==> src/rtl/axi4_rd_arbiter.sv <==
// Shares one AXI4 read path (AR + R) between NUM_MASTERS requesters, one burst at a time.
// Optional macro AXI4_RD_ARB_FIXED_PRIO_EN selects fixed priority (lowest index wins) instead of round-robin.
module axi4_rd_arbiter #(
  parameter int NUM_MASTERS = 2,
  parameter int ID_WIDTH    = 4,
  parameter int ADDR_WIDTH  = 32,
  parameter int DATA_WIDTH  = 32,
  localparam int GW = (NUM_MASTERS > 1) ? $clog2(NUM_MASTERS) : 1
) (
  input  logic                          ACLK,
  input  logic                          ARESETn,
  input  logic [NUM_MASTERS-1:0]        s_arvalid,
  output logic [NUM_MASTERS-1:0]        s_arready,
  input  logic [NUM_MASTERS*ID_WIDTH-1:0]   s_arid,
  input  logic [NUM_MASTERS*ADDR_WIDTH-1:0] s_araddr,
  input  logic [NUM_MASTERS*8-1:0]      s_arlen,
  input  logic [NUM_MASTERS*3-1:0]      s_arsize,
  input  logic [NUM_MASTERS*2-1:0]      s_arburst,
  output logic [NUM_MASTERS-1:0]        s_rvalid,
  input  logic [NUM_MASTERS-1:0]        s_rready,
  output logic [ID_WIDTH-1:0]           s_rid,
  output logic [DATA_WIDTH-1:0]         s_rdata,
  output logic [1:0]                    s_rresp,
  output logic                          s_rlast,
  output logic                          m_arvalid,
  input  logic                          m_arready,
  output logic [ID_WIDTH-1:0]           m_arid,
  output logic [ADDR_WIDTH-1:0]         m_araddr,
  output logic [7:0]                    m_arlen,
  output logic [2:0]                    m_arsize,
  output logic [1:0]                    m_arburst,
  input  logic                          m_rvalid,
  output logic                          m_rready,
  input  logic [ID_WIDTH-1:0]           m_rid,
  input  logic [DATA_WIDTH-1:0]         m_rdata,
  input  logic [1:0]                    m_rresp,
  input  logic                          m_rlast,
  output logic [GW-1:0]                 grant
);

  // state | meaning
  // IDLE  | no owner; arbitrate among s_arvalid
  // ADDR  | granted master's AR passed downstream until handshake
  // DATA  | R beats routed to granted master until RLAST handshake
  typedef enum logic [1:0] {IDLE, ADDR, DATA} state_t;

  state_t          state_q, state_d;
  logic [GW-1:0]   grant_q, grant_d;
  logic [GW-1:0]   winner;
  logic            found;
  logic            burst_done;

  assign s_rid   = m_rid;
  assign s_rdata = m_rdata;
  assign s_rresp = m_rresp;
  assign s_rlast = m_rlast;
  assign grant   = grant_q;

`ifdef AXI4_RD_ARB_FIXED_PRIO_EN
  always_comb begin
    winner = '0;
    found  = 1'b0;
    for (int i = 0; i < NUM_MASTERS; i++) begin
      if (!found && s_arvalid[i]) begin
        winner = GW'(i);
        found  = 1'b1;
      end
    end
  end
`else
  logic [GW-1:0] last_q;

  // Two passes: first above the last owner, then wrap to the lowest requester.
  always_comb begin
    winner = '0;
    found  = 1'b0;
    for (int i = 0; i < NUM_MASTERS; i++) begin
      if (!found && s_arvalid[i] && (GW'(i) > last_q)) begin
        winner = GW'(i);
        found  = 1'b1;
      end
    end
    for (int i = 0; i < NUM_MASTERS; i++) begin
      if (!found && s_arvalid[i]) begin
        winner = GW'(i);
        found  = 1'b1;
      end
    end
  end

  always_ff @(posedge ACLK or negedge ARESETn) begin
    if (!ARESETn) begin
      last_q <= GW'(NUM_MASTERS - 1);
    end else if (burst_done) begin
      last_q <= grant_q;
    end
  end
`endif

  always_comb begin
    state_d    = state_q;
    grant_d    = grant_q;
    burst_done = 1'b0;
    m_arvalid  = 1'b0;
    m_rready   = 1'b0;
    s_arready  = '0;
    s_rvalid   = '0;
    m_arid     = '0;
    m_araddr   = '0;
    m_arlen    = '0;
    m_arsize   = '0;
    m_arburst  = '0;
    for (int i = 0; i < NUM_MASTERS; i++) begin
      if (grant_q == GW'(i)) begin
        m_arid    = s_arid[i*ID_WIDTH +: ID_WIDTH];
        m_araddr  = s_araddr[i*ADDR_WIDTH +: ADDR_WIDTH];
        m_arlen   = s_arlen[i*8 +: 8];
        m_arsize  = s_arsize[i*3 +: 3];
        m_arburst = s_arburst[i*2 +: 2];
      end
    end
    case (state_q)
      IDLE: begin
        if (found) begin
          grant_d = winner;
          state_d = ADDR;
        end
      end
      ADDR: begin
        for (int i = 0; i < NUM_MASTERS; i++) begin
          if (grant_q == GW'(i)) begin
            m_arvalid    = s_arvalid[i];
            s_arready[i] = m_arready;
          end
        end
        if (m_arvalid && m_arready) state_d = DATA;
      end
      DATA: begin
        for (int i = 0; i < NUM_MASTERS; i++) begin
          if (grant_q == GW'(i)) begin
            s_rvalid[i] = m_rvalid;
            m_rready    = s_rready[i];
          end
        end
        if (m_rvalid && m_rready && m_rlast) begin
          burst_done = 1'b1;
          state_d    = IDLE;
        end
      end
      default: state_d = IDLE;
    endcase
  end

  always_ff @(posedge ACLK or negedge ARESETn) begin
    if (!ARESETn) begin
      state_q <= IDLE;
      grant_q <= '0;
    end else begin
      state_q <= state_d;
      grant_q <= grant_d;
    end
  end

endmodule

==> config.mk <==
export PLATFORM = sky130hd
export DESIGN_NAME = axi4_rd_arbiter
export DESIGN_NICKNAME = d
export VERILOG_FILES = /design/src/rtl/axi4_rd_arbiter.sv
export SDC_FILE = /design/constraint.sdc
export NUM_CORES = 1
export LEC_CHECK = 0
export ABC_AREA = 1
export CAP_MARGIN = 10
export CORE_AREA = 3 3 92 94
export DETAILED_ROUTE_END_ITERATION = 6
export DIE_AREA = 0 0 95 97
export PLACE_DENSITY = 0.67
export SYNTH_ARGS = -nofsm -noshare
export SYNTH_HDL_FRONTEND = slang
export SYNTH_SLANG_ARGS = --single-unit
==> constraint.sdc <==
create_clock -name ACLK -period 2.9 [get_ports ACLK]
set_input_delay 0.58 -clock ACLK [delete_from_list [all_inputs] [get_ports ACLK]]
set_output_delay 0.58 -clock ACLK [all_outputs]
set_load 0.1 [all_outputs]
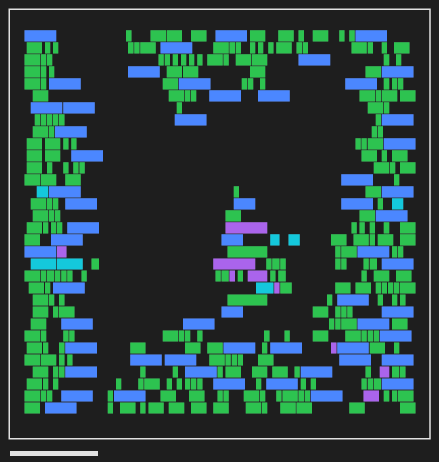
(images/drive_strength.png)
The bar under the picture is 20 µm long.
- green: drive 1 or less (cells 283; share 79%)
- blue: drive 6 and up (cells 58; share 16%)
- purple: drive 2 (cells 9; share 2.5%)
- cyan: drive 3 to 4 (cells 7; share 2.0%)
setup ws final: 611 ps
fin area: 3220 µm²
bufs w/o clock: 164

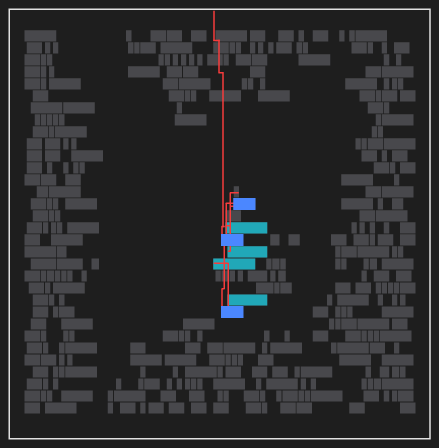
(images/clock_map.png)
- red: clock wires (length 123 µm)
- blue: cells driving clock nets (count 3)
- cyan: flip-flops (count 4)
- routed clock nets: 4
- flops lie: center
clock share of power: 2.6%
clock latency on the worst-skew pair: 220 ps
Clock group: 0.000123 W
Worst Skew: 4.56 ps

==> flow_summary.json <==
{
  "outcome": "finished clean",
  "hold_path_end": "last_q$_DFFE_PN1P_",
  "post_dp_cell_area_um2": 3180,
  "grt_antenna_before_repair": 0,
  "synth_warnings": 0,
  "cts_max_path_buffers": 2,
  "grt_pass1_wl_mm": 8.70,
  "fin_util_pct": 41.7,
  "fp_util_pct": 15.6,
  "avgSynthCellArea_um2": 5.04,
  "syn2layout_area_growth_pct": 167,
  "tritoncts": "built",
  "final-max-slew-violation-count": 0,
  "slowest_delay_ps": 480,
  "report.final.hold_viol_count": 0,
  "synth_area_um2": 1200,
  "dieWidth_um": 95,
  "end_kind": "primary output",
  "rsz0062_at_grt": "false",
  "crit_type": "input pin to primary output",
  "top_area_cell": "nand2_1",
  "post-route-drc-count": 0,
  "hp-class": "register to register",
  "holdWs_ps": 500,
  "powerDensity_nw_per_um2": 1470,
  "grt_use_total_pct": 11.8,
  "worst_r2r_endpoint": "last_q$_DFFE_PN1P_",
  "cts-root-buf": "clkbuf_8",
  "slew-limit-headroom_pct": 62.7,
  "dpl.cell_count": 455,
  "hold_buffers": 0,
  "gp_congestion": 0.762,
  "dieHeight_um": 97,
  "post_cts_buffers": 0,
  "ys_sh_simple_pct": 54.6,
  "drive_gt1_share_pct": 20.7,
  "synthTopLogicFamily": "simple AND/OR/NAND/NOR gates",
  "finalSetupTns_ps": 0,
  "yosysSeqAreaShare_pct": 8.41,
  "dieArea_um2": 9220,
  "rows": 32,
  "post_cts_resized": 0,
  "hp-start": "last_q$_DFFE_PN1P_",
  "dp_worst_setup_slack_ps": 639,
  "required_ps": 2320,
  "port_buffers": 163,
  "path_buffers": 3,
  "final_nets": 503,
  "yosys.area_share.xor_xnor_pct": 0,
  "syn_nets": 384,
  "antenna_cells": 0,
  "syn_inst": 239,
  "synth_top_area_share_pct": 48.9,
  "timing.fmax_mhz": 437,
  "final_antenna_net_count": 0,
  "grt_pass1_vias": 1779,
  "finalPower_w": 0.00474,
  "dr.pass1.iters": 4,
  "cp_slowest_cell": "clkdlybuf4s50_1",
  "cts_max_level": 1,
  "synth_cell_types": 21,
  "min_path_cells": 2,
  "r2r_cells": 5,
  "critical_path.top_delay_family": "buffers and inverters",
  "crit_chain": "clkdlybuf4s50_1 > inv_1 > nor3_1 > buf_12",
  "fa_ha_area_share_pct": 0,
  "mux_share_pct": 0,
  "vias_per_cell": 3.91,
  "yosys-stat-area_um2": 1200,
  "drtIter0Drc": 29,
  "numClockSinks": 4,
  "period_used_pct": 78.9,
  "overflow": 0,
  "clk_pin_slew_worst_paths_ps": 30,
  "post-dp-hpwl_mm": 4.97,
  "fin_crit_ps": 2290,
  "worst-slew-pin-transition_ps": 560,
  "grt_max_degree": 56,
  "io-pin-count": 240
}
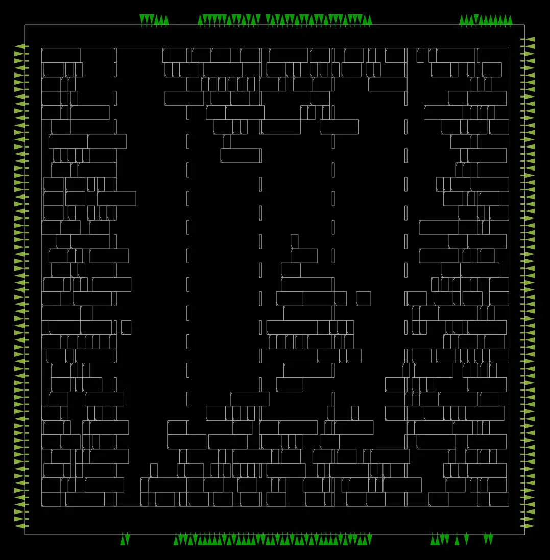
(images/final_placement.png)
Filler cells: 765
Core ar.: 7730 µm²
Non-Filler Instances: 459

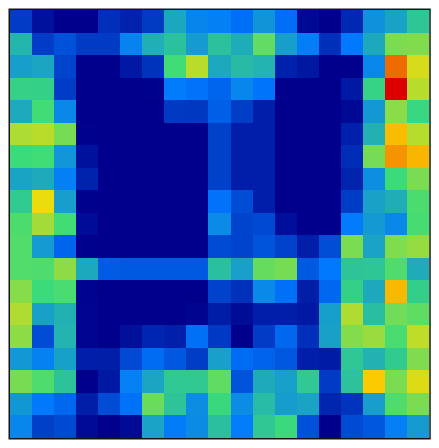
(images/wire_density.png)
19 x 19 tiles, from dark blue (low) to red (high), scaled to the fullest tile. Values are wire area over tile area, all layers added.
- emptiest ninth of the die: center
- tiles over half the peak: 16%
- nearly empty tiles: 24%
Total Wirelength: 5.85 mm
Vias: 1793

==> cells in the final DEF, fill, tap and decap left out, drive strengths merged <==
master,n
inv,10
o31ai,1
a21o,1
nand3,2
nand2,158
dfrtp,3
dfstp,1
buf,58
nor3,5
a21oi,2
clkbuf,4
nor2,4
o21ai,2
clkdlybuf4s50,106
==> area by class of cell <==
type	instances	area, µm²
sequential	4	103
inverter	10	40.0
multi-input combinational	175	723
fill	765	4500
timing repair buffer	164	2180
tap	102	128
clock buffer	4	45.0
==> power breakdown <==
group / internal [W] / switching (W)
Combinational: 0.00144 / 0.00306
Clock: 0.0000939 / 0.0000290
Sequential: 0.0000863 / 0.0000290
Total: 0.00162 / 0.00312
==> sequential cells by signal (all words and copies together) (netlist names) <==
register	flops
state_q	2
grant	1
last_q	1
==> worst max path at each step <==
| stage | cells past startpoint | endpoint | startpoint |
|---|---|---|---|
| floorplan | 2 | s_arready[0] | grant$_DFFE_PN0P_ |
| global placement | 4 | s_rvalid[0] | m_rvalid |
| detailed placement | 4 | s_rvalid[0] | m_rvalid |
| CTS | 4 | m_rready | grant$_DFFE_PN0P_ |
| global route | 4 | m_rready | grant$_DFFE_PN0P_ |
| finish | 4 | s_arready[0] | m_arready |
==> layer usage <==
layer  vias to the layer above  wire length [µm]  track usage (%)
met3                        12               741             3.34
met5                         -                 0                0
met4                         0                94             4.44
met1                       750              1980             11.8
li1                        908                 -                -
met2                       123              3030             22.5
==> synthesized netlist by cell type, drive strengths merged <==
master    n
a21oi     2
o21ai     2
dfstp     1
buf      50
dfrtp     3
a21o      1
nor3      5
nand2   158
nand3     2
o31ai     1
inv      10
nor2      4
==> tightest hold or removal path: stages (launching register included) <==
cell and delay (ps):
dfstp_2 370, o21ai_1 70, nand2_1 50
Power is estimated from default activity; no workload was simulated.
